**config.mk**
```make
export PLATFORM = sky130hd
export DESIGN_NAME = nrzi_stuff_enc
export DESIGN_NICKNAME = d
export VERILOG_FILES = /design/src/rtl/nrzi_pkg.sv /design/src/rtl/register.sv /design/src/rtl/run_counter.sv /design/src/rtl/nrzi_stuff_enc.sv
export SDC_FILE = /design/constraint.sdc
export NUM_CORES = 1
export LEC_CHECK = 0
export ABC_CLOCK_PERIOD_IN_PS = 1600
export CAP_MARGIN = 20
export CORE_AREA = 2 2 39 41
export CTS_CLUSTER_SIZE = 10
export DETAILED_ROUTE_END_ITERATION = 8
export DIE_AREA = 0 0 41 43
export GPL_ROUTABILITY_DRIVEN = 0
export PLACE_DENSITY = 0.71
export SLEW_MARGIN = 40
export SYNTH_ARGS = -nofsm -noshare
export SYNTH_HDL_FRONTEND = slang
export SYNTH_HIERARCHICAL = 1
export SYNTH_SLANG_ARGS = --single-unit
export TNS_END_PERCENT = 5
```
**constraint.sdc**
```tcl
create_clock -name clk -period 1.6 [get_ports clk]
set_input_delay 0.32 -clock clk [delete_from_list [all_inputs] [get_ports clk]]
set_output_delay 0.32 -clock clk [all_outputs]
set_load 0.01 [all_outputs]
```
**src/rtl/nrzi_pkg.sv**
```systemverilog
// Shared definitions for the bit-stuffing NRZI encoder and its matching
// decoder/destuffer: FSM state type, default line parameters, debug view.
package nrzi_pkg;

  localparam int unsigned DEF_RUN_LEN    = 6;
  localparam logic        DEF_IDLE_LEVEL = 1'b1;

  // Debug count field is sized for the largest legal run length (15).
  localparam int unsigned DBG_CNT_W = 4;

  typedef enum logic [1:0] {
    IDLE  = 2'd0,
    SEND  = 2'd1,
    STUFF = 2'd2
  } enc_state_t;

  typedef struct packed {
    enc_state_t           state;
    logic [DBG_CNT_W-1:0] count;
    logic                 hit;
    logic                 pend_last;
  } enc_dbg_t;

endpackage

```
**src/rtl/register.sv**
```systemverilog
// Plain W-bit register with asynchronous active-low reset to RST_VAL.
module register #(
  parameter int unsigned    W       = 1,
  parameter logic [W-1:0]   RST_VAL = '0
) (
  input  logic         clk,
  input  logic         rst_n,
  input  logic [W-1:0] d,
  output logic [W-1:0] q
);

  // Capture d every cycle; reset forces RST_VAL.
  always_ff @(posedge clk or negedge rst_n) begin
    if (!rst_n) q <= RST_VAL;
    else        q <= d;
  end

endmodule

```
**src/rtl/run_counter.sv**
```systemverilog
// Counter of consecutive 1s in the outgoing data stream.
// clr and inc together restart the run at 1 (first bit of a new packet is a 1).
module run_counter #(
  parameter int unsigned CNT_W   = 3,
  parameter int unsigned RUN_LEN = 6
) (
  input  logic             clk,
  input  logic             rst_n,
  input  logic             clr,
  input  logic             inc,
  output logic [CNT_W-1:0] count,
  output logic             hit
);

  // Clear, restart-at-one, increment or hold the run length.
  always_ff @(posedge clk or negedge rst_n) begin
    if (!rst_n)          count <= '0;
    else if (clr && inc) count <= CNT_W'(1);
    else if (clr)        count <= '0;
    else if (inc)        count <= count + CNT_W'(1);
  end

  assign hit = (count == CNT_W'(RUN_LEN));

endmodule

```
**src/rtl/nrzi_stuff_enc.sv**
```systemverilog
// Bit-stuffing NRZI line encoder.
// Handshake: a bit transfers on a cycle where in_valid && in_ready are both
// high; in_ready depends only on abort and the current state, never on
// in_valid, and the encoded cell appears on the line one cycle later.
module nrzi_stuff_enc
  import nrzi_pkg::*;
#(
  parameter int unsigned RUN_LEN    = DEF_RUN_LEN,
  parameter logic        IDLE_LEVEL = DEF_IDLE_LEVEL,
  parameter int unsigned CNT_W      = $clog2(RUN_LEN + 1)
) (
  input  logic     clk,
  input  logic     rst_L,
  input  logic     in_valid,
  input  logic     in_bit,
  input  logic     in_last,
  output logic     in_ready,
  input  logic     abort,
  output logic     out_bit,
  output logic     out_en,
  output logic     stuffed,
  output logic     busy,
  output enc_dbg_t dbg
);

  localparam logic [CNT_W:0] RUN_LEN_X = (CNT_W + 1)'(RUN_LEN);
  localparam logic [CNT_W:0] ONE_X     = (CNT_W + 1)'(1);

  enc_state_t       state, state_nxt;
  logic             accept;
  logic             ref_level;
  logic [CNT_W-1:0] cnt;
  logic [CNT_W-1:0] base_cnt;
  logic             run_hit_nxt;
  logic             cnt_clr, cnt_inc, cnt_hit;
  logic             out_bit_d, out_en_d, stuffed_d;
  logic             pend_last, pend_last_d;

  assign in_ready = !abort && (state != STUFF);
  assign accept   = in_valid && in_ready;
  assign busy     = (state != IDLE);

  // A new packet encodes against the idle level and starts a fresh run.
  assign ref_level   = (state == IDLE) ? IDLE_LEVEL : out_bit;
  assign base_cnt    = (state == IDLE) ? '0 : cnt;
  assign run_hit_nxt = in_bit && (({1'b0, base_cnt} + ONE_X) == RUN_LEN_X);

  run_counter #(
    .CNT_W  (CNT_W),
    .RUN_LEN(RUN_LEN)
  ) u_run (
    .clk  (clk),
    .rst_n(rst_L),
    .clr  (cnt_clr),
    .inc  (cnt_inc),
    .count(cnt),
    .hit  (cnt_hit)
  );

  // State register.
  always_ff @(posedge clk or negedge rst_L) begin
    if (!rst_L) state <= IDLE;
    else        state <= state_nxt;
  end

  // Next-state: abort wins, a stuff cell lasts one cycle, accepted bits steer.
  always_comb begin
    state_nxt = state;
    if (abort) begin
      state_nxt = IDLE;
    end else if (state == STUFF) begin
      state_nxt = pend_last ? IDLE : SEND;
    end else if (accept) begin
      if (run_hit_nxt)  state_nxt = STUFF;
      else if (in_last) state_nxt = IDLE;
      else              state_nxt = SEND;
    end else if (state == IDLE) begin
      state_nxt = IDLE;
    end else begin
      state_nxt = SEND;
    end
  end

  // Outputs: next line level, cell flags and run-counter control.
  always_comb begin
    out_bit_d   = out_bit;
    out_en_d    = 1'b0;
    stuffed_d   = 1'b0;
    cnt_clr     = 1'b0;
    cnt_inc     = 1'b0;
    pend_last_d = pend_last;
    if (abort) begin
      out_bit_d   = IDLE_LEVEL;
      cnt_clr     = 1'b1;
      pend_last_d = 1'b0;
    end else if (state == STUFF) begin
      out_bit_d = ~out_bit;
      out_en_d  = 1'b1;
      stuffed_d = 1'b1;
      cnt_clr   = 1'b1;
    end else if (accept) begin
      out_en_d = 1'b1;
      if (in_bit) begin
        out_bit_d = ref_level;
        cnt_inc   = 1'b1;
        cnt_clr   = (state == IDLE);
      end else begin
        out_bit_d = ~ref_level;
        cnt_clr   = 1'b1;
      end
      if (run_hit_nxt) pend_last_d = in_last;
    end else if (state == IDLE) begin
      out_bit_d = IDLE_LEVEL;
      cnt_clr   = 1'b1;
    end
  end

  register #(.W(1), .RST_VAL(IDLE_LEVEL)) u_out_bit (
    .clk(clk), .rst_n(rst_L), .d(out_bit_d), .q(out_bit)
  );
  register #(.W(1), .RST_VAL(1'b0)) u_out_en (
    .clk(clk), .rst_n(rst_L), .d(out_en_d), .q(out_en)
  );
  register #(.W(1), .RST_VAL(1'b0)) u_stuffed (
    .clk(clk), .rst_n(rst_L), .d(stuffed_d), .q(stuffed)
  );
  register #(.W(1), .RST_VAL(1'b0)) u_pend_last (
    .clk(clk), .rst_n(rst_L), .d(pend_last_d), .q(pend_last)
  );

  assign dbg.state     = state;
  assign dbg.count     = DBG_CNT_W'(cnt);
  assign dbg.hit       = cnt_hit;
  assign dbg.pend_last = pend_last;

endmodule

```
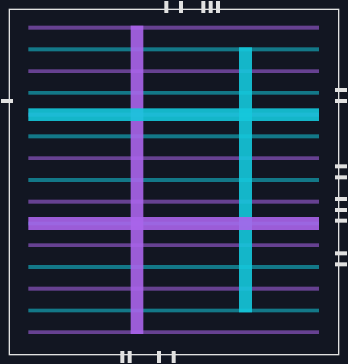
Figure 1: run 1, power grid.
Drawn at 8 px/micron. Pins as bars on the die edge.
- VDD: cyan
- VSS: purple
- signal pins: 19
- met5 straps: 2
- met1 rails: 15

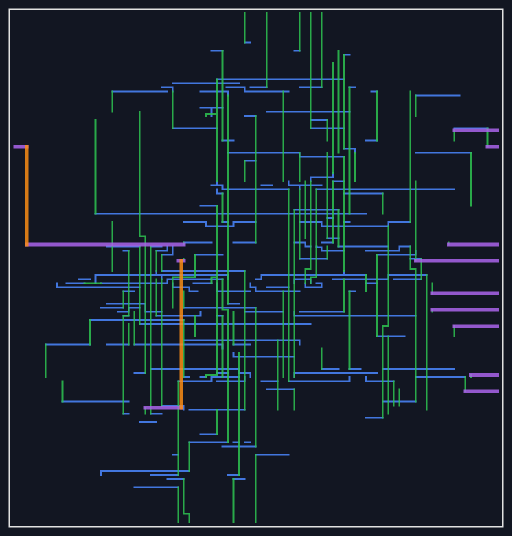
Figure 2: run 1, wiring by layer.
Drawn at 12 px/micron.
- met4: orange (wire length 20.4 microns)
- met1: blue (wire length 463 microns)
- met2: green (wire length 550 microns)
- met3: purple (wire length 51.7 microns)

==> results.toml, run 1 <==
# physical design summary
[worst_setup_path]
endpoint = "dbg[1]"
startpoint_type = "flop"
crit_buf_inv = 2
path_max_fanout = 2
timing.reg2reg.setup_slack_ns = 0.25
crit_start = "u_run/count[0]$_DFFE_PN0P_"
cp.arrival_ns = 1.20
reg2reg_depth = 6
critPathCaptureType = "output pin"
slowest_delay_ns = 0.36
crit_family = "flip-flops"
required_ns = 1.28
slowest_stage = "dfrtp_1"
path_depth = 4
regToRegEndpoint = "u_run/count[1]$_DFFE_PN0P_"
critical_path_class = "flop to output pin"

[logic_synthesis]
largest_area_cell = "dfrtp_1"
ys.flops = 9
ys_cells = 50
syn_nets = 58
yosysTopAreaCellShare_pct = 38.9
ys_chip_area_sq_um = 514
area_leaders = "dfrtp_1 39%, dfstp_2 5.1%, ha_1 4.9%, nand2b_1 4.9%, buf_4 4.4%"
ys_seq_share_pct = 44.0
syn_area_sq_um = 514
avgSynthCellArea_sq_um = 10.3
syn-instance-count = 50
synth.distinct_cells = 28
yosysWarnings = 6

[final_layout]
area_delta_synth_final_pct = 48.7
final_core_util_pct = 55.2
layout.cells.non_filler = 90
largest_class = "logic gates"
n_antenna_cell = 0
final_area_sq_um = 764
flops = 9
clkbuf_count = 4
buffer_area_share_pct = 30.0
fin_nets = 83
final-clk-cell-share_pct = 3.44
comb-cell-share_pct = 33.7
seq_share_pct = 29.8
inverters = 1
nMultiInputCombCells = 36
seqCellArea_sq_um = 228
buffers = 24

[global_route]
top_usage_layer = "met2"
track_usage_pct = 15.4
gr-total-overflow = 0
grt_pass1_vias = 428
grt_pass1_wl_microns = 1790
grt_use_met3_pct = 5.24
grt_start_max_net_pins = 10
globalRouteMet2Util_pct = 23.4
grt_use_met1_pct = 18.5

[clocking]
post_cts_buffers = 0
ctsHoldBuffers = 0
clk_pin_slew_ns = 0.06
clk_latency_ns = 0.25
cts_tree = "yes"
cts-resized-gates = 5
h-tree-depth = 1
cts.sinks = 9

[floorplanning]
ios = 19
nWellTaps = 16
fp_util_pct = 37.2
fp.dieH_microns = 43
die_w_microns = 41
die_area_sq_um = 1760
rows = 14

[power]
cellPowerDensity_nw_per_um2 = 645
power_leakage_nw = 0.397
p_total_mw = 0.493
ir_drop_mv = 0.396

[run_status]
status = "completed"

[drt]
top_layer = "met4"
routed_wl_microns = 1090
drc = 0
vias = 443
dr.pass1.iters = 3
wl_met2_microns = 549
met3WireLength_microns = 51
drt-met1-wl_microns = 463
wl_per_cell_microns = 12.1
antenna_left = 0
vias_per_cell = 4.92

[sta]
setup_tns_ns = 0
hold_viol_final = 0
fin_skew_ns = 0.00182
rsz0062_at_grt = "true"
holdWs_ns = 0.365
setup_viol = 0
period_used_pct = 95.1
fin_crit_ns = 1.52
timing.final.max_slew_violations = 0
setup_slack_ns = 0.0780

[run]
cap_viol_max_count = 0
warning_count = 29

[placement]
placed_cells = 86
place_ws_ns = -0.112
dpl_cell_area_sq_um = 731
portBuffers = 17

[min_path]
min_path_type = "input pin to asynchronous set/reset pin"
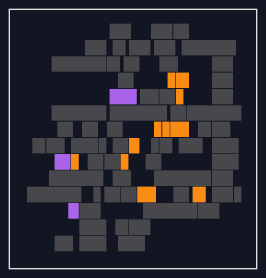
Figure 3: run 1, gate families picked out.
Drawn at 6 px/micron.
- inverting AOI/OAI gates: purple (cells 3)
- NOR gates: orange (cells 11)

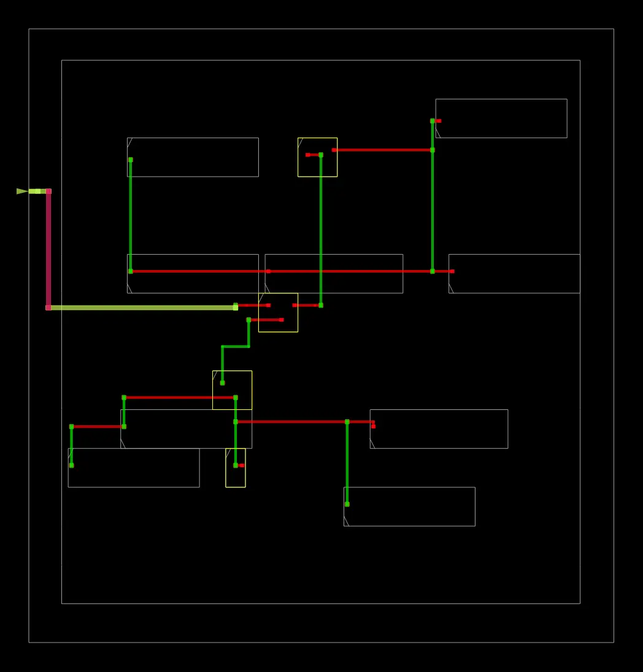
Figure 4: run 1, the clock network.
CTS Buf Count: 3
Clock Power: 0.173 mW

==> run 1: registers in the layout (all words and copies together), names as in the netlist <==
register and flops:
u_run/count 3, u_pend_last/q 1, u_out_en/q 1, u_stuffed/q 1, u_out_bit/q 1, state 2
==> run 1: kinds of logic (layout without fill, tap and decap cells) <==
logic type,after synthesis,count (layout),synth area share [%]
simple gates,23,23,26.8
flops,9,9,44.0
compound gates,7,7,12.2
buf+inv,5,29,5.84
fa+ha+maj,2,2,4.87
mux,2,2,3.89
other cells,1,1,0.729
xor+xnor,1,1,1.70
==> run 1: cell usage in the layout (no fill, tap or decap), types with 2 or more instances in the layout <==
cell type / Yosys / routed
clkbuf_4: 0 / 3
dlymetal6s2s_1: 0 / 4
nand2b_1: 4 / 4
nand3b_1: 3 / 3
nor2b_1: 2 / 2
clkdlybuf4s50_1: 0 / 9
dlygate4sd2_1: 0 / 3
dfrtp_1: 8 / 7
buf_4: 3 / 7
nor2_1: 6 / 6
ha_1: 2 / 2
mux2i_1: 2 / 2
==> run 1: synth_stat cells <==
cell      count
a211oi_1      1
dfstp_2       1
a21bo_2       1
xnor2_1       1
mux2i_1       2
inv_1         1
a21oi_1       1
nand2b_1      4
nand4b_1      1
nor3_1        1
buf_4         3
nor4b_1       1
dfrtp_1       8
nand2_1       1
o2bb2a_2      1
a211o_1       1
and2_1        1
nor2b_1       2
nand3b_1      3
nor2_1        6
a211oi_2      1
a21o_1        1
or2b_1        1
or2_1         1
conb_1        1
ha_1          2
nor2b_2       1
clkbuf_1      1
==> run 1: power by group <==
group / total (mW) / switching (mW) / internal, mW
logic: 0.0781 / 0.0346 / 0.0435
clock network: 0.173 / 0.0770 / 0.0960
registers: 0.242 / 0.00636 / 0.236
total: 0.493 / 0.118 / 0.375
==> run 2, diff against run 1 <==
--- a/config.mk
+++ b/config.mk
@@ -13,6 +13,7 @@
 export DIE_AREA = 0 0 41 43
 export GPL_ROUTABILITY_DRIVEN = 0
 export PLACE_DENSITY = 0.71
+export REMOVE_ABC_BUFFERS = 1
 export SLEW_MARGIN = 40
 export SYNTH_ARGS = -nofsm -noshare
 export SYNTH_HDL_FRONTEND = slang
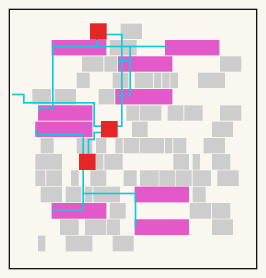
Figure 5: run 2, clock distribution.
Drawn at 6 px/micron.
- flip-flops: magenta (count 9)
- cells driving clock nets: red (count 3)
- clock wires: cyan (length 138 microns)
- routed clock nets: 4

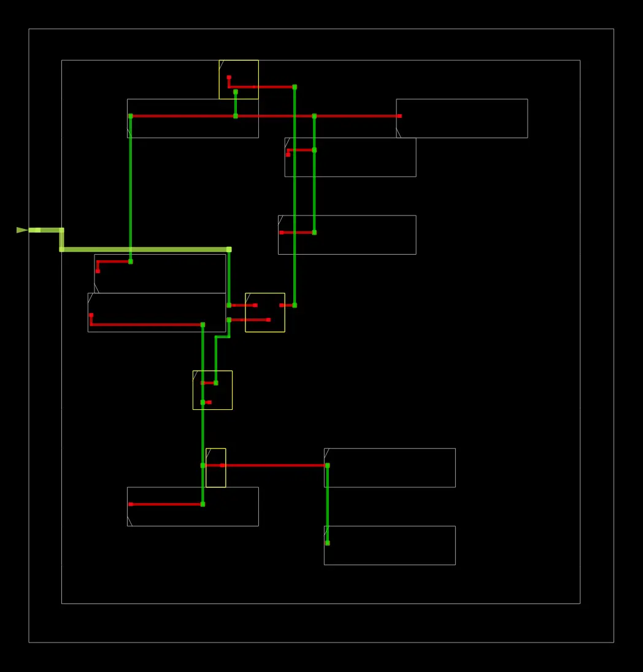
Figure 6: run 2, the clock network.
clk_buf instances: 4
flip-flops: 9
Clock Sinks: 9

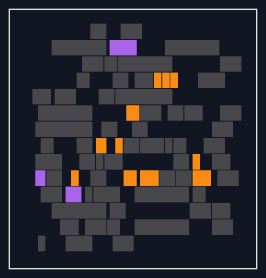
Figure 7: run 2, gate families picked out.
Drawn at 6 px/micron.
- NOR gates: orange (cells 11)
- inverting AOI/OAI gates: purple (cells 3)

==> run 2 against run 1 <==
Clock skew is 0.0017 ns lower. Maximum frequency hardly changed. Largest cell class unchanged. Design area is 0.82% lower. Count of clock-buffer cells in the layout stayed put. Setup slack worse by 0.0015 ns. Highest routed layer is now met3. First-iteration DRC count is 14% lower. Sequential share of layout area is 0.25 points higher.
==> results.toml, run 2 <==
# physical design summary
[drt]
routed_wl_microns = 1080
dr.pass1.iters = 3
vias = 424
drc = 0

[logic_synthesis]
avgSynthCellArea_sq_um = 10.3
ys_sh_simple_pct = 26.8
common_cells = "8 x dfrtp_1, 6 x nor2_1, 4 x nand2b_1"
ys_sh_adder_pct = 4.87
ys_chip_area_sq_um = 514
flop_cell = "dfrtp_1"
ys.flops = 9
synthArstFlopShare_pct = 100
ys_seq_share_pct = 44.0
logic_family = "simple AND/OR/NAND/NOR gates"
largest_area_cell = "dfrtp_1"
mux_area_share_pct = 3.89
area_leaders = "dfrtp_1 39%, dfstp_2 5.1%, ha_1 4.9%, nand2b_1 4.9%, buf_4 4.4%"

[worst_setup_path]
required_ns = 1.28
critPathCaptureType = "output pin"
crit_family = "buffers and inverters"
timing.reg2reg.setup_slack_ns = 0.23
critical_path_class = "flop to output pin"
crit_start = "u_run/count[2]$_DFFE_PN0P_"
slowest_delay_ns = 0.55
startpoint_type = "flop"
slowest_stage = "clkdlybuf4s50_1"
crit_buf_inv = 1

[power]
power_leakage_nw = 0.368
cellPowerDensity_nw_per_um2 = 653
ir_drop_mv = 0.345
seq_power_share_pct = 48.5
combPwrFrac_pct = 16.2
p_sw_share_pct = 24.2

[clocking]
cts_tree = "yes"
cts-resized-gates = 5
ctsHoldBuffers = 0
cts_made_buffers = 3

[global_route]
gr-total-overflow = 0
grt_use_met1_pct = 19.2
grt_pass1_wl_microns = 1840
grt_use_met3_pct = 5.24
globalRouteMet2Util_pct = 24.1
grt_start_max_net_pins = 10

[final_layout]
final_core_util_pct = 54.8
area_delta_synth_final_pct = 47.4
n_antenna_cell = 0
top_register = "u_run/count"
lay_top_count = "clkdlybuf4s50_1"
top_regs = "u_run/count (3), state (2)"
largest_reg_flops = 3

[run]
warning_count = 26
cap_viol_max_count = 0

[run_status]
status = "completed"

[sta]
hold_viol_final = 0
setup_viol = 0
timing.final.max_slew_violations = 0
rsz0062_at_grt = "false"
period_used_pct = 95.2
holdWs_ns = 0.363

[floorplanning]
rows = 14
die_w_microns = 41
die_area_sq_um = 1760

[min_path]
min_path_type = "input pin to asynchronous set/reset pin"

[placement]
place_ws_ns = -0.103
## run 2: final cells by class
cell class	count	area [sq um]	share of cell area, %
sequential	9	228	30.0
multi-input combinational	36	258	34.0
timing repair buffer	24	223	29.4
inverter	1	3.75	0.495
clock buffer	4	26.3	3.47
tap	16	20.0	2.64
## run 2: per-layer routing
| metal | vias to the layer above | wire, microns | share of wire, % |
|---|---|---|---|
| li1 | 214 | - | - |
| met1 | 197 | 507 | 47 |
| met2 | 13 | 503 | 46 |
| met3 | 0 | 73 | 6.7 |
| met4 | 0 | 0 | 0 |
| met5 | - | 0 | 0 |
## run 2: worst paths after layout
path / end / depth (start not counted)
setup / recovery: dbg[4] / 1
hold / removal: u_stuffed/q$_DFF_PN0_ / 1
setup reg to reg: u_run/count[1]$_DFFE_PN0P_ / 6
hold reg to reg: u_run/count[1]$_DFFE_PN0P_ / 2
max in group asynchronous: u_out_bit/q$_DFF_PN1_ / 1
min in group clk: u_run/count[1]$_DFFE_PN0P_ / 2
## run 2: cell families (layout without fill, tap and decap cells)
logic type,count (synthesis),count (layout)
buffers and inverters,5,29
DFF,9,9
muxes,2,2
and+or+nand+nor,23,23
adders and majority gates,2,2
AOI/OAI and AO/OA,7,7
xor gates and xnor gates,1,1
other,1,1
## run 2: through the flow
stage	std cells	setup TNS (ns)	area [sq um]
after global placement	86	-0.0895	731
after CTS	90	0	751
final	90	0	758
after global routing	90	0	758
after floorplan	46	0	488
after detailed placement	86	-0.106	731
## run 2: power by group through the flow
stage	combinational (mW)	sequential (mW)	clock, mW
floorplan	0.0259	0.249	0
global placement	0.0845	0.244	0
detailed placement	0.0855	0.244	0
CTS	0.0818	0.240	0.186
global route	0.0885	0.241	0.199
finish	0.0803	0.240	0.175
Power figures rest on the tool's default switching activity, not on a simulated workload.
